I/O pins on the die edge:
(8 px per µm) Pins as bars across the die edge, other pins in grey.
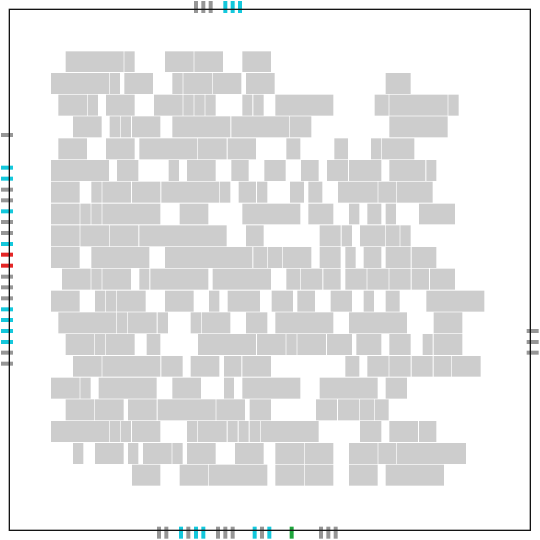
Routing congestion:
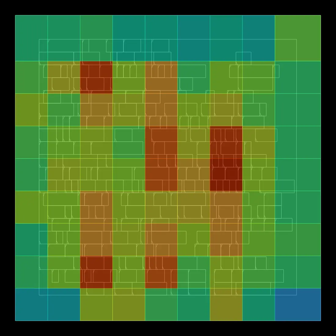
### src/rtl/freq_gate_sched_pkg.sv
// freq_gate_sched_pkg: shared state encoding, range constants and gate-length helper
package freq_gate_sched_pkg;

    typedef enum logic [2:0] {
        S_IDLE,
        S_CLEAR,
        S_GATE,
        S_LATCH,
        S_EVAL
    } state_t;

    localparam int RANGE_W    = 2;
    localparam int NUM_RANGES = 4;

    // Gate length for range r; each range shortens the gate by 2**shift.
    function automatic int gate_len(input int r, input int gmax, input int shift);
        return gmax >> (shift * r);
    endfunction

endpackage

### src/rtl/freq_gate_timer.sv
// freq_gate_timer: loadable gate down-counter, done flags the last enabled cycle
module freq_gate_timer #(
    parameter int W = 7
) (
    input  logic         i_clk,
    input  logic         i_reset_n,
    input  logic         i_load,
    input  logic [W-1:0] i_load_val,
    input  logic         i_dec,
    output logic         o_done
);

    logic [W-1:0] r_cnt;

    // Load the gate length, then count down once per gate cycle.
    always_ff @(posedge i_clk) begin
        if (!i_reset_n)
            r_cnt <= '0;
        else if (i_load)
            r_cnt <= i_load_val;
        else if (i_dec && r_cnt != '0)
            r_cnt <= r_cnt - 1'b1;
    end

    assign o_done = i_dec && (r_cnt <= W'(1));

endmodule

### src/rtl/freq_gate_sched.sv
// freq_gate_sched: clear/gate/latch/evaluate sequencer for one meter channel; FREQ_GATE_AUTORANGE_EN enables auto-ranging
module freq_gate_sched
    import freq_gate_sched_pkg::*;
#(
    parameter int CNT_W       = 16,
    parameter int GATE_MAX    = 64,
    parameter int RANGE_SHIFT = 2,
    parameter int LOW_THRESH  = 8
) (
    input  logic               i_clk,
    input  logic               i_reset_n,
    input  logic               i_run,
    input  logic [RANGE_W-1:0] i_range_sel,
    input  logic [CNT_W-1:0]   i_cnt_value,
    input  logic               i_cnt_ovf,
    output logic               o_cnt_clr,
    output logic               o_cnt_en,
    output logic               o_latch,
    output logic [CNT_W-1:0]   o_freq_out,
    output logic [RANGE_W-1:0] o_range_out,
    output logic               o_meas_valid,
    output logic               o_busy
);

    localparam int GW = $clog2(GATE_MAX + 1);

    state_t             r_state, w_next;
    logic [RANGE_W-1:0] r_range, w_range_nxt;
    logic [CNT_W-1:0]   r_freq;
    logic [RANGE_W-1:0] r_range_out;
    logic               r_valid;
    logic               w_done;
    logic [GW-1:0]      w_gate_tbl [NUM_RANGES];

    for (genvar g = 0; g < NUM_RANGES; g++) begin : g_tbl
        assign w_gate_tbl[g] = GW'(gate_len(g, GATE_MAX, RANGE_SHIFT));
    end

    freq_gate_timer #(.W(GW)) u_timer (
        .i_clk      (i_clk),
        .i_reset_n  (i_reset_n),
        .i_load     (r_state == S_CLEAR),
        .i_load_val (w_gate_tbl[r_range]),
        .i_dec      (r_state == S_GATE),
        .o_done     (w_done)
    );

    // Next-state sequencing; a started measurement always runs through EVAL.
    always_comb begin
        w_next = r_state;
        case (r_state)
            S_IDLE:  w_next = i_run ? S_CLEAR : S_IDLE;
            S_CLEAR: w_next = S_GATE;
            S_GATE:  w_next = w_done ? S_LATCH : S_GATE;
            S_LATCH: w_next = S_EVAL;
            S_EVAL:  w_next = i_run ? S_CLEAR : S_IDLE;
            default: w_next = S_IDLE;
        endcase
    end

    // Active range for the next gate: tracks range_sel when idle, adapts to the result in EVAL.
    always_comb begin
        w_range_nxt = r_range;
`ifdef FREQ_GATE_AUTORANGE_EN
        if (r_state == S_IDLE)
            w_range_nxt = i_range_sel;
        else if (r_state == S_EVAL) begin
            if (i_cnt_ovf && r_range != RANGE_W'(NUM_RANGES - 1))
                w_range_nxt = r_range + 1'b1;
            else if (!i_cnt_ovf && i_cnt_value < CNT_W'(LOW_THRESH) && r_range != '0)
                w_range_nxt = r_range - 1'b1;
        end
`else
        if (r_state == S_IDLE || r_state == S_EVAL)
            w_range_nxt = i_range_sel;
`endif
    end

    // State and active-range registers.
    always_ff @(posedge i_clk) begin
        if (!i_reset_n) begin
            r_state <= S_IDLE;
            r_range <= i_range_sel;
        end else begin
            r_state <= w_next;
            r_range <= w_range_nxt;
        end
    end

    // Result capture: an overflowed count is dropped and the old reading kept.
    always_ff @(posedge i_clk) begin
        if (!i_reset_n) begin
            r_freq      <= '0;
            r_range_out <= '0;
            r_valid     <= 1'b0;
        end else begin
            r_valid <= (r_state == S_EVAL) && !i_cnt_ovf;
            if (r_state == S_EVAL && !i_cnt_ovf) begin
                r_freq      <= i_cnt_value;
                r_range_out <= r_range;
            end
        end
    end

    assign o_cnt_clr    = (r_state == S_CLEAR);
    assign o_cnt_en     = (r_state == S_GATE);
    assign o_latch      = (r_state == S_LATCH);
    assign o_busy       = (r_state != S_IDLE);
    assign o_freq_out   = r_freq;
    assign o_range_out  = r_range_out;
    assign o_meas_valid = r_valid;

endmodule

### config.mk
export PLATFORM = sky130hd
export DESIGN_NAME = freq_gate_sched
export DESIGN_NICKNAME = d
export VERILOG_FILES = /design/src/rtl/freq_gate_sched_pkg.sv /design/src/rtl/freq_gate_timer.sv /design/src/rtl/freq_gate_sched.sv
export SDC_FILE = /design/constraint.sdc
export NUM_CORES = 1
export LEC_CHECK = 0
export CAP_MARGIN = 20
export CORE_MARGIN = 5
export CORE_UTILIZATION = 49
export CTS_CLUSTER_DIAMETER = 100
export DETAILED_ROUTE_END_ITERATION = 16
export GPL_TIMING_DRIVEN = 1
export HOLD_SLACK_MARGIN = 0.08
export PLACE_DENSITY = 0.8
export SYNTH_ARGS = -nofsm -noshare
export SYNTH_HDL_FRONTEND = slang
export SYNTH_HIERARCHICAL = 1
export SYNTH_SLANG_ARGS = --single-unit
export TNS_END_PERCENT = 10
### constraint.sdc
create_clock -name i_clk -period 3 [get_ports i_clk]
set_input_delay 0.6 -clock i_clk [delete_from_list [all_inputs] [get_ports i_clk]]
set_output_delay 0.6 -clock i_clk [all_outputs]
set_load 0.01 [all_outputs]
==> impl_metrics.xml <==
<?xml version="1.0" encoding="UTF-8"?>
<metrics>
  <group name="run_status">
    <metric name="status" unit="">completed</metric>
  </group>
  <group name="die">
    <metric name="die.size.x" unit="µm">64.9</metric>
    <metric name="initial_core_util" unit="%">49.7</metric>
  </group>
  <group name="critical_path">
    <metric name="worst-endpoint-arrival" unit="ns">1.81</metric>
    <metric name="crit_start" unit="">r_state[0]</metric>
    <metric name="setup.worst_path.end_class" unit="">output port</metric>
    <metric name="worst-endpoint-required" unit="ns">2.40</metric>
    <metric name="timing.critical_path.buf_inv" unit="">2</metric>
  </group>
  <group name="finish">
    <metric name="dominant-cell-class" unit="">logic gates</metric>
    <metric name="seq_cells" unit="">31</metric>
    <metric name="layout.non_clock_inverters" unit="">4</metric>
    <metric name="final.clkbuf_count" unit="">5</metric>
    <metric name="combinational_cell_area_excluding_buffers_and_inverters" unit="µm²">793</metric>
  </group>
  <group name="route">
    <metric name="drtPass1Iterations" unit="">4</metric>
    <metric name="routed_wirelength" unit="µm">3470</metric>
  </group>
  <group name="global_routing">
    <metric name="global_route.overflow_total" unit="">0</metric>
    <metric name="initial_antenna_violation_count" unit="">0</metric>
  </group>
  <group name="yosys">
    <metric name="avgSynthCellArea" unit="µm²">9.36</metric>
    <metric name="netlist_area" unit="µm²">1480</metric>
    <metric name="netlist_instances" unit="">158</metric>
  </group>
  <group name="sta">
    <metric name="worst_max_slew_pin_slew" unit="ns">0.702</metric>
  </group>
</metrics>
Notes on 'I/O pins on the die edge' above:
[green] o_latch | pins: 1 | direction: output | edge: bottom
[red] i_range_sel | pins: 2 | direction: input | edge: left
[cyan] o_freq_out | pins: 16 | direction: output | edge: 8 left, 5 bottom, 3 top
all pins by edge: 20 left, 16 bottom, 6 top, 3 right

Notes on 'routing congestion' above:
routed wirelength normalized by instance count: 14.2 µm
GRT met2 Usage: 30.8%
met3 Track Usage GR: 8.15%
gr usage total: 18.4%

-- cell usage after synthesis, drive strengths merged, types with 3 or more instances --
cell type   n
inv         4
nand2b      4
o21ai       7
a21oi       3
dfxtp      29
ha          3
and2        3
mux2i      18
nor2        3
nor2b       3
a31oi       3
nor4b       3
clkbuf      4
nand2      38
-- state kept, by name, summed over array words and instances, names as in the netlist --
signal	flops
r_range	2
u_timer/r_cnt	7
r_state	3
o_freq_out	16
o_meas_valid	1
o_range_out	2
-- cell families (layout without fill, tap and decap cells) --
| group | after synthesis | in the layout | share of synthesized area [%] |
|---|---|---|---|
| AOI/OAI and AO/OA | 27 | 27 | 12.9 |
| adders and majority gates | 3 | 3 | 2.54 |
| DFF | 31 | 31 | 43.3 |
| and+or+nand+nor | 68 | 68 | 24.6 |
| other | 1 | 3 | 0.254 |
| muxes | 18 | 18 | 12.2 |
| buffers and inverters | 10 | 61 | 4.14 |
-- tightest hold or removal path: stages (launching register included) --
cell	delay [ns]
sky130_fd_sc_hd__dfxtp_1	0.32
sky130_fd_sc_hd__nand2_1	0.05
sky130_fd_sc_hd__mux2i_1	0.05
-- worst min-delay path by stage --
| stage | slack (ns) | endpoint | depth (start not counted) |
|---|---|---|---|
| 2_1_floorplan | 0.48 | o_freq_out[0] | 2 |
| 3_3_place_gp | 0.44 | o_freq_out[8] | 2 |
| 3_5_place_dp | 0.45 | o_range_out[0] | 2 |
| 4_1_cts | 0.47 | o_range_out[0] | 2 |
| 5_1_grt | 0.48 | o_range_out[0] | 2 |
| 6_report | 0.47 | o_range_out[1] | 2 |
-- power breakdown --
part           total, µW  internal [µW]  switching (µW)  leakage, µW
Clock                234           87.1             147    0.0000347
Sequential           457            433            23.9     0.000256
Combinational        168           90.1            77.8     0.000448
Total                859            610             249     0.000738
No activity file was given, so power comes from the tool's default toggle rates.
